===== src/rtl/fifo_ctrl.sv =====
// Control path for an 8-entry register FIFO: head/tail pointers, occupancy count,
// write strobe, and one-cycle registered ack/error status for each side.
module fifo_ctrl (
  input  logic       clk,
  input  logic       reset_n,
  input  logic       wr_en,
  input  logic       rd_en,
  output logic       we,
  output logic [2:0] wr_addr,
  output logic [2:0] rd_addr,
  output logic       full,
  output logic       empty,
  output logic [3:0] data_count,
  output logic       wr_ack,
  output logic       wr_err,
  output logic       rd_ack,
  output logic       rd_err
);

  // state       | meaning (operation performed in the previous cycle)
  // ST_INIT     | held in reset
  // ST_NO_OP    | no request accepted or rejected
  // ST_WRITE    | write accepted only
  // ST_READ     | read accepted only
  // ST_WR_RD    | write and read accepted together
  // ST_WR_ERROR | write rejected (full), no read accepted
  // ST_RD_ERROR | read rejected (empty), no write accepted
  typedef enum logic [2:0] {
    ST_INIT,
    ST_NO_OP,
    ST_WRITE,
    ST_READ,
    ST_WR_RD,
    ST_WR_ERROR,
    ST_RD_ERROR
  } state_t;

  state_t     state_q, state_d;
  logic [2:0] head_q, head_d;
  logic [2:0] tail_q, tail_d;
  logic [3:0] count_q, count_d;
  logic       wr_err_q, wr_err_d;
  logic       rd_err_q, rd_err_d;
  logic       wa, ra;

  assign full  = (count_q == 4'd8);
  assign empty = (count_q == 4'd0);
  assign wa    = wr_en & ~full & reset_n;
  assign ra    = rd_en & ~empty & reset_n;

  always_comb begin
    head_d   = head_q;
    tail_d   = tail_q;
    count_d  = count_q;
    state_d  = ST_NO_OP;
    wr_err_d = wr_en & full;
    rd_err_d = rd_en & empty;
    if (wa) tail_d = tail_q + 3'd1;
    if (ra) head_d = head_q + 3'd1;
    case ({wa, ra})
      2'b10:   count_d = count_q + 4'd1;
      2'b01:   count_d = count_q - 4'd1;
      default: count_d = count_q;
    endcase
    if (wa && ra)                  state_d = ST_WR_RD;
    else if (wa)                   state_d = ST_WRITE;
    else if (ra)                   state_d = ST_READ;
    else if (wr_en && full)        state_d = ST_WR_ERROR;
    else if (rd_en && empty)       state_d = ST_RD_ERROR;
  end

  always_ff @(posedge clk) begin
    if (!reset_n) begin
      state_q  <= ST_INIT;
      head_q   <= 3'd0;
      tail_q   <= 3'd0;
      count_q  <= 4'd0;
      wr_err_q <= 1'b0;
      rd_err_q <= 1'b0;
    end else begin
      state_q  <= state_d;
      head_q   <= head_d;
      tail_q   <= tail_d;
      count_q  <= count_d;
      wr_err_q <= wr_err_d;
      rd_err_q <= rd_err_d;
    end
  end

  // Errors live in their own flops so they can coexist with an accept on the other side.
  assign we         = wa;
  assign wr_addr    = tail_q;
  assign rd_addr    = head_q;
  assign data_count = count_q;
  assign wr_ack     = (state_q == ST_WRITE) || (state_q == ST_WR_RD);
  assign rd_ack     = (state_q == ST_READ)  || (state_q == ST_WR_RD);
  assign wr_err     = wr_err_q;
  assign rd_err     = rd_err_q;

endmodule

===== config.mk =====
export PLATFORM = sky130hd
export DESIGN_NAME = fifo_ctrl
export DESIGN_NICKNAME = d
export VERILOG_FILES = /design/src/rtl/fifo_ctrl.sv
export SDC_FILE = /design/constraint.sdc
export NUM_CORES = 1
export LEC_CHECK = 0
export ABC_AREA = 1
export CAP_MARGIN = 40
export CORE_MARGIN = 5
export CORE_UTILIZATION = 50
export DETAILED_ROUTE_END_ITERATION = 10
export PLACE_DENSITY = 0.86
export SLEW_MARGIN = 5
export SYNTH_ARGS = -nofsm -noshare
export SYNTH_HDL_FRONTEND = slang
export SYNTH_SLANG_ARGS = --single-unit

===== constraint.sdc =====
create_clock -name clk -period 4.9 [get_ports clk]
set_input_delay 0.735 -clock clk [delete_from_list [all_inputs] [get_ports clk]]
set_output_delay 0.735 -clock clk [all_outputs]
set_load 0.05 [all_outputs]

==> impl_metrics.toml <==
# implementation run metrics
[run_status]
status = "complete, no violations"

[final_timing]
finalSetupTns_ps = 0
fmax_mhz = 305
worst_pin_slew_ps = 509
fin_crit_ps = 3280
grt_setup_unrepaired = "no"
slew_violations = 0
finalCritPeriodShare = 0.670
relSlewSlack = 0.659

[place]
portBuffers = 20
dp.cells = 139
gp_congestion = 0.766
place_hpwl_mm = 1.40

[cts]
htree_num_levels = 1
ctsHoldBuffers = 0
cts_resized = 0
post_cts_buffers = 0
clock-root-buffer = "clkbuf_4"
cts_tree = "yes"
cts_buffer_depth = 2
clk_pin_slew_ps = 90
clock_sinks = 15

[power_and_ir_drop]
p_int_mw = 0.244
comb_power_share = 0.503
pwr-share-seq = 0.340
leakagePower_nw = 0.499
power-top-group = "combinational cells"
p_sw_frac = 0.463
p_switching_mw = 0.211
power_per_cell_area_mw_per_mm2 = 434

[layout]
inv_count = 20
buffers = 20
fill_cells = 123
stdcell_count = 143
layout.cells.most_common = "clkdlybuf4s50_1"
comb_share = 0.403
logic_gate_count = 68
nNetsFinal = 138
drive_gt1_frac = 0.150
dominant_cells = "logic gates"
clkbuf_count = 3
n_antenna_cell = 0
buffer_area_frac = 0.191
clk_share = 0.0263
syn_to_final_growth_pct = 31.0

[worst_setup_path]
critPathArrivalTime_ps = 2550
crit_required_ps = 4160
cp_cell_sequence = "clkdlybuf4s50_1, inv_2, nor2_4, clkdlybuf4s50_1"
endpoint = "we"
crit_type = "in2out"
crit_path_end_kind = "output port"
critPathSlowestCell = "clkdlybuf4s50_1"
crit_start = "reset_n"
r2r_setup_slack_ps = 2790
timing.rr.end = "data_count[2]"
crit_top_cell = "clkdlybuf4s50_1"
max_stage_delay_ps = 820
r2r-start = "data_count[0]"
worstPathMaxFanout = 8
start_kind = "input pin"

[synthesis]
avgSynthCellArea_um2 = 7.76
synth.distinct_cells = 22
mux_area_frac = 0
ys_chip_area_um2 = 800
yosys_most_used_dff = "dfxtp_1"
synth_flops = 15
async_flop_share = 0
yosys-top-cells-count = "nand2_1, inv_1, dfxtp_1"
synth_area_um2 = 800
top_area_frac = 0.376
enable_flop_cells = 0
simple_gate_share = 0.282
ys_cells = 103
top_area_cell = "dfxtp_1"
ys_seq_share = 0.376
synth-warning-count = 0
syn_inst = 103
fp_nets = 113
ys_sh_adder = 0.0939
xor_share = 0.0329
synth.area.top_cells = "dfxtp_1, ha_1, nand2_1"
top_cell = "nand2_1"

[run]
cap_violations = 0
warnings = 28

[route]
drtIter0Drc = 27
vias = 759
route.antenna.remaining_nets = 0
wl_met3_um = 139
wl_met1_um = 685
top_layer_used = "met4"
drc = 0
met2WireLength_um = 893
wl_mm = 1.75
first_pass_iters = 4
viasPerCell = 5.31

[global_routing]
overflow = 0
grt_pass1_wl_mm = 2.81
antenna_found_initial = 0
grt_pass1_vias = 662
grt_start_max_net_pins = 10

[die]
die_w_um = 50.0
tap_cells = 16
io_pins = 21
fp_util = 0.531

[hold_path]
hold_path_end = "wr_addr[1]"
min_path_type = "reg2reg"
hp-start = "wr_addr[1]"
==> metrics by stage <==
step / hold WS, ps / setup WS, ps / cell area (um2) / utilization / power (mW)
final: 490 / 1620 / 1050 / 0.695 / 0.454
after global routing: 517 / 1550 / 1050 / 0.695 / 0.477
after CTS: 489 / 1630 / 1050 / 0.695 / 0.455
after detailed placement: 476 / 1620 / 1020 / 0.677 / 0.385
after global placement: 456 / 1660 / 1020 / 0.677 / 0.377
after floorplan: 679 / 2360 / 800 / - / 0.317
==> routing by layer <==
metal / track usage / vias up
met1: 0.158 / 336
met5: 0 / -
li1: - / 375
met4: 0.0655 / 0
met2: 0.249 / 43
met3: 0.0361 / 5
==> worst max-delay path: cells and delay by family <==
family / cells / cell delay (ps)
buf+inv: 3 / 1640
simple gates: 1 / 170
PDN straps and rails:
Scale: 8 px per um. Pins as bars on the die edge.
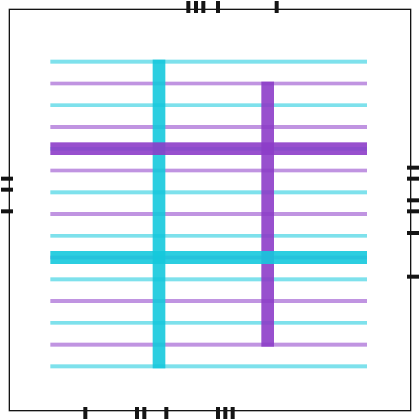
- VSS: cyan
- VDD: purple
- met1 rails: 15
- signal pins: 21
- met4 straps: 2
- rows: 14
- met5 straps: 2
Die H: 50.0 um
Max VDD drop: 253 uV

Cells colored by class:
Scale: 10 px per um. Fill, decap, tap and diode cells in gray.
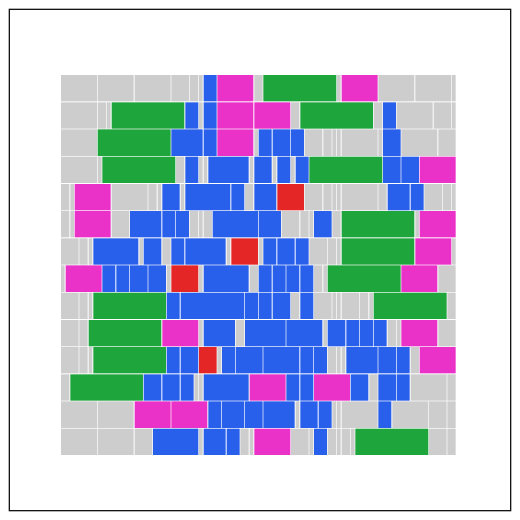
- combinational and other logic: blue (cells 88)
- clock drivers and dummy loads: red (cells 4)
- sequential cells: green (cells 15)
- remaining buffers and delay cells: magenta (cells 20)
Core Area: 0.00151 mm2
row count: 14
final core utilization: 0.695
fin area: 0.00105 mm2

Routing congestion map:
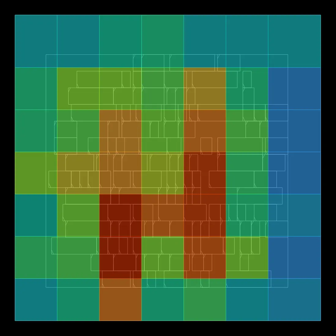
met3 Use GR: 0.0361
GRT busiest layer: met2
met2 Track Usage GR: 0.249
gr usage total: 0.143
wire per inst: 12.2 um

Sequential cells grouped by signal name:
Scale: 10 px per um.
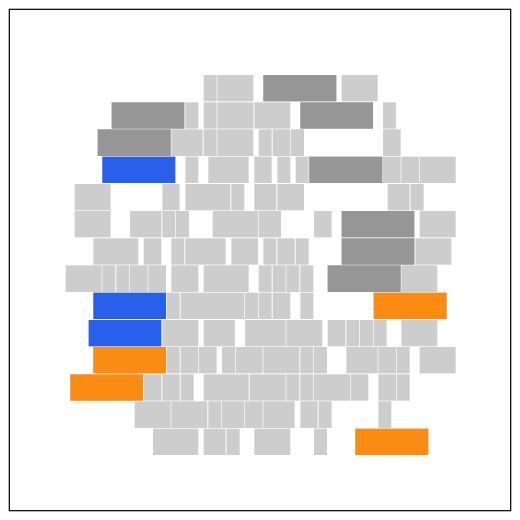
- `rd_addr`: blue (sequential cells 3)
- `data_count`: orange (sequential cells 4)
- not colored: 8
Reg area: 300 um2
sequential share of cell area: 0.287

Clock distribution:
Scale: 12 px per um.
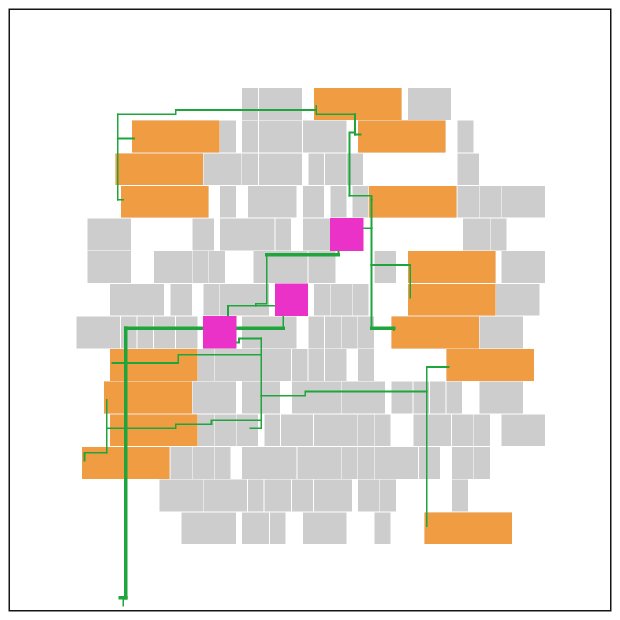
- clock wires: green (length 195 um)
- clock drivers: magenta (count 3)
- flip-flops: orange (count 15)
- routed clock nets: 4
clock share of power: 0.157
clk pwr: 0.0714 mW
clk_skew: 7.63 ps
Late-Pin Clk Latency: 280 ps

Power is estimated from default activity; no workload was simulated.
